<file path="src/rtl/io_bridge.sv">
// io_bridge: debounced button trigger plus change-capture FIFO streamed out as 8N1 UART.
// Ports:
//   clk        system clock, rising edge
//   rst        asynchronous reset, active-low
//   btn_in     raw asynchronous pushbutton level
//   trigger    one-cycle pulse on a debounced press
//   data_out   CPU output bus, synchronous to clk
//   tx         UART serial out, idle high
//   busy       UART frame in progress
//   fifo_count entries queued
//   overflow   sticky flag: a changed value was dropped
module io_bridge #(
    parameter int DEBOUNCE_CYCLES = 4,
    parameter int CLKS_PER_BIT    = 8,
    parameter int FIFO_DEPTH      = 4
) (
    input  logic                          clk,
    input  logic                          rst,
    input  logic                          btn_in,
    output logic                          trigger,
    input  logic [7:0]                    data_out,
    output logic                          tx,
    output logic                          busy,
    output logic [$clog2(FIFO_DEPTH):0]   fifo_count,
    output logic                          overflow
);
    localparam int PW = $clog2(FIFO_DEPTH);
    localparam int CW = PW + 1;
    localparam int DW = $clog2(DEBOUNCE_CYCLES) + 1;
    localparam int BW = $clog2(CLKS_PER_BIT) + 1;

    typedef enum logic [1:0] {IDLE, START, DATA, STOP} state_t;

    logic          s1_q, s2_q, btn_q, trig_q;
    logic [DW-1:0] cnt_q;

    always_ff @(posedge clk or negedge rst) begin
        if (!rst) begin
            s1_q   <= 1'b0;
            s2_q   <= 1'b0;
            btn_q  <= 1'b0;
            trig_q <= 1'b0;
            cnt_q  <= '0;
        end else begin
            s1_q   <= btn_in;
            s2_q   <= s1_q;
            trig_q <= 1'b0;
            if (s2_q == btn_q)
                cnt_q <= '0;
            else if (cnt_q == DW'(DEBOUNCE_CYCLES - 1)) begin
                btn_q  <= s2_q;
                cnt_q  <= '0;
                // only the accepted 0->1 transition pulses; release is silent
                trig_q <= s2_q;
            end else
                cnt_q <= cnt_q + 1'b1;
        end
    end

    assign trigger = trig_q;

    logic [7:0]    last_q;
    logic [7:0]    mem_q [FIFO_DEPTH];
    logic [PW-1:0] wr_q, rd_q;
    logic [CW-1:0] count_q, count_d;
    logic          ovf_q, push, pop, push_ok;
    state_t        state_q;

    always_comb begin
        push    = data_out != last_q;
        pop     = (state_q == IDLE) && (count_q != '0);
        // a pop in the same cycle frees a slot, so a full FIFO still accepts
        push_ok = push && ((count_q < CW'(FIFO_DEPTH)) || pop);
        count_d = count_q + CW'(push_ok) - CW'(pop);
    end

    always_ff @(posedge clk) begin
        if (push_ok)
            mem_q[wr_q] <= data_out;
    end

    always_ff @(posedge clk or negedge rst) begin
        if (!rst) begin
            last_q  <= 8'h00;
            wr_q    <= '0;
            rd_q    <= '0;
            count_q <= '0;
            ovf_q   <= 1'b0;
        end else begin
            last_q  <= data_out;
            count_q <= count_d;
            if (push_ok)
                wr_q <= wr_q + 1'b1;
            if (pop)
                rd_q <= rd_q + 1'b1;
            if (push && !push_ok)
                ovf_q <= 1'b1;
        end
    end

    assign fifo_count = count_q;
    assign overflow   = ovf_q;

    logic [BW-1:0] baud_q;
    logic [2:0]    bit_q;
    logic [7:0]    shift_q;
    logic          tx_q, busy_q, baud_last;

    assign baud_last = baud_q == BW'(CLKS_PER_BIT - 1);

    always_ff @(posedge clk or negedge rst) begin
        if (!rst) begin
            state_q <= IDLE;
            baud_q  <= '0;
            bit_q   <= '0;
            shift_q <= '0;
            tx_q    <= 1'b1;
            busy_q  <= 1'b0;
        end else begin
            if (state_q != IDLE)
                baud_q <= baud_last ? '0 : baud_q + 1'b1;
            case (state_q)
                IDLE: if (pop) begin
                    shift_q <= mem_q[rd_q];
                    state_q <= START;
                    baud_q  <= '0;
                    tx_q    <= 1'b0;
                    busy_q  <= 1'b1;
                end
                START: if (baud_last) begin
                    state_q <= DATA;
                    bit_q   <= '0;
                    tx_q    <= shift_q[0];
                end
                DATA: if (baud_last) begin
                    if (bit_q == 3'd7) begin
                        state_q <= STOP;
                        tx_q    <= 1'b1;
                    end else begin
                        bit_q   <= bit_q + 1'b1;
                        shift_q <= shift_q >> 1;
                        // drive the next bit straight from the pre-shift value
                        tx_q    <= shift_q[1];
                    end
                end
                STOP: if (baud_last) begin
                    state_q <= IDLE;
                    busy_q  <= 1'b0;
                end
            endcase
        end
    end

    assign tx   = tx_q;
    assign busy = busy_q;
endmodule

</file>
<file path="config.mk">
export PLATFORM = sky130hd
export DESIGN_NAME = io_bridge
export DESIGN_NICKNAME = d
export VERILOG_FILES = /design/src/rtl/io_bridge.sv
export SDC_FILE = /design/constraint.sdc
export NUM_CORES = 1
export LEC_CHECK = 0
export CAP_MARGIN = 10
export CORE_MARGIN = 1.5
export CORE_UTILIZATION = 53
export DETAILED_ROUTE_END_ITERATION = 8
export GPL_TIMING_DRIVEN = 0
export PLACE_DENSITY = 0.75
export SYNTH_ARGS = -nofsm -noshare
export SYNTH_HDL_FRONTEND = slang
export SYNTH_SLANG_ARGS = --single-unit
</file>
<file path="constraint.sdc">
create_clock -name clk -period 2.6 [get_ports clk]
set_input_delay 0.52 -clock clk [delete_from_list [all_inputs] [get_ports clk]]
set_output_delay 0.52 -clock clk [all_outputs]
set_load 0.05 [all_outputs]
</file>
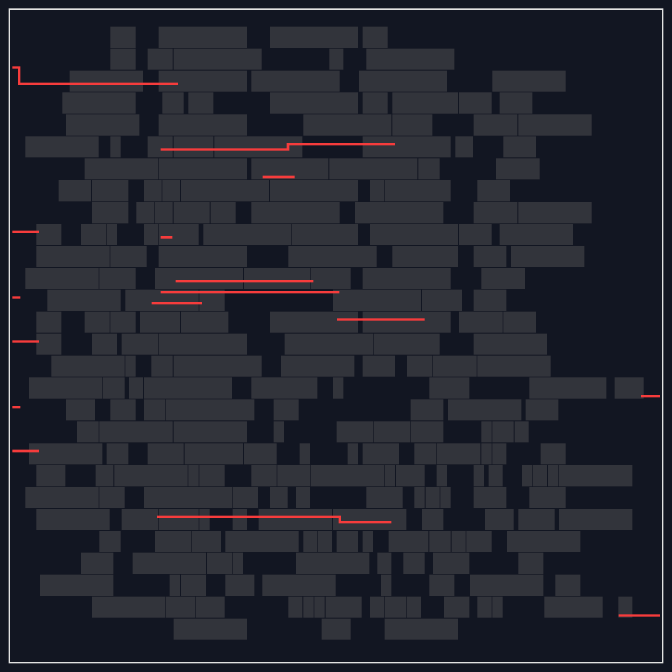
*M3 wires*
main direction = horizontal
share of all routed wire = 3.1%
longest straight run = 22.5 um
met3 global-route usage: 6.07%
final wirelength: 5130 um
via count: 1693

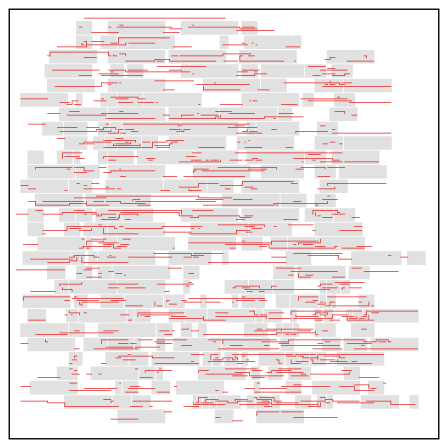
*The metal 1 layer*
longest straight run = 26.7 um
wire length on this layer = 2330 um
share of all routed wire = 45%

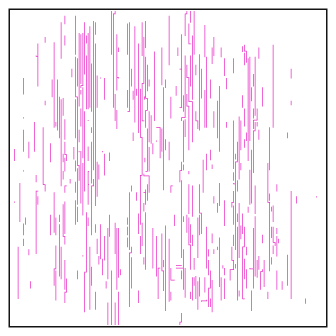
*Metal 2*
share of all routed wire = 50%
wire length on this layer = 2580 um
longest straight run = 41.5 um

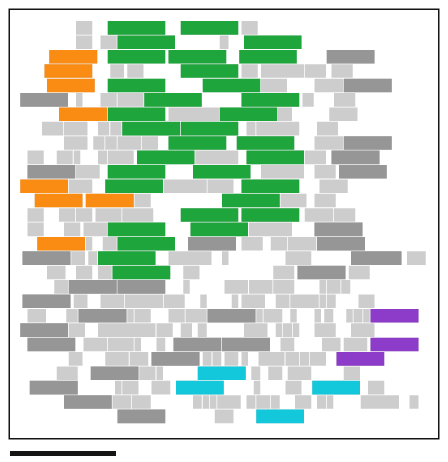
*Register map, names as in the netlist*
The bar under the picture is 20 um long.
baud_q -> cyan  # sequential cells 4, where bottom middle
last_q -> orange  # sequential cells 8
bit_q -> purple  # sequential cells 3
mem_q -> green  # sequential cells 32
not coloured = 27
Seq area share: 53.9%
Sequential Area: 0.00201 mm^2
Seq power: 1850 uW
Core Util, Final: 63.4%

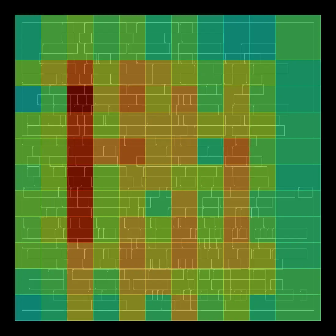
*Routing congestion*
GRT met1 Usage: 24.4%
Avg WL per Cell: 16.1 um
Most Crowded Layer GR: met2
Total Routing Usage GR: 18.3%
met2 usage: 28.3%

==> deck_impl_summary.md <==
Synthesis and Place & Route Summary

Final layout
  • Post-layout nets: 265
  • Biggest regs: mem_q (32), last_q (8), shift_q (8)
  • Most common logic cells in the final layout: 41 x dfrtp_1, 32 x edfxtp_1, 14 x ha_1, 12 x mux2_2, 11 x nand2_1
  • Most flops, register: mem_q
  • Nonclk inv count: 9
  • Buffers, non-clock: 27
  • Multi-input gates: 118
  • Clock buffers: 9
  • Max FFs per register: 32
  • Post-layout instance area: 0.00373 mm^2

Job
  • Tool warning count: 32

Critical path
  • Reg-to-reg endpoint: fifo_count[2]$_DFF_PN0_
  • Crit-path max cell delay: 380 ps
  • Launch point of the critical path: data_out[7]
  • CP Capture Point: fifo_count[2]$_DFF_PN0_
  • Worst r2r path cells: 12
  • CP Buf/Inv Count: 5
  • Setup slack, reg-to-reg: 160 ps
  • WP data arrival: 2770 ps

Power
  • Pleak: 0.00154 uW
  • Sw Ratio: 33.5%
  • Power consumption: 4540 uW
  • P_sw: 1520 uW
  • Pwr/cell area: 1220 mW/mm^2
  • Comb power: 1820 uW
  • Clock power share: 19.1%
  • Clock-net power: 869 uW

Route
  • DRT iter0 DRCs: 74
  • Routed Antenna Nets: 0

Final timing
  • Setup ws final: 99.2 ps
  • Max Freq: 400 MHz
  • Share of the clock period used by the worst path: 96.2%

Yosys
  • Ys flops: 74
  • Area reported by Yosys stat: 0.00322 mm^2
  • Fa+ha+maj area frac: 6.07%
  • Post-synthesis cell type count: 37
  • Register area share after synthesis: 62.6%

Clock tree
  • Cts-stage hold buffer count: 0
  • Reg clk slew, reported paths: 80 ps
  • CTS buffer count: 9

Place
  • Post-Place Worst Slack: -774 ps
  • Post-DP Area: 0.00350 mm^2

Run status
  • Outcome: finished clean
-- synth_stat cells, types with 2 or more instances --
cell,instances,area share [%]
xor2_1,9,2.5
nor2b_1,3,0.58
nor4_1,2,0.39
nor3_1,3,0.47
buf_2,2,0.31
inv_1,9,1.1
a21oi_1,5,0.78
nor2_1,4,0.47
mux4_2,7,4.9
xnor2_1,6,1.6
mux2_4,7,3.3
dfrtp_1,41,32
and3b_1,2,0.54
mux2_2,12,4.2
nand2_1,11,1.3
a21o_1,2,0.47
a22o_1,4,1.1
buf_6,3,1.1
ha_1,14,5.4
o21ai_0,6,0.93
edfxtp_1,32,30
nor3b_1,3,0.70
mux2i_1,2,0.62
and2_1,5,0.97
-- per-layer routing --
metal	part of all wire [%]	track usage (%)
met1	45	24.4
met2	50	28.3
met3	3.1	6.07
met4	1.4	6.72
met5	0	0
Power is estimated from default activity; no workload was simulated.
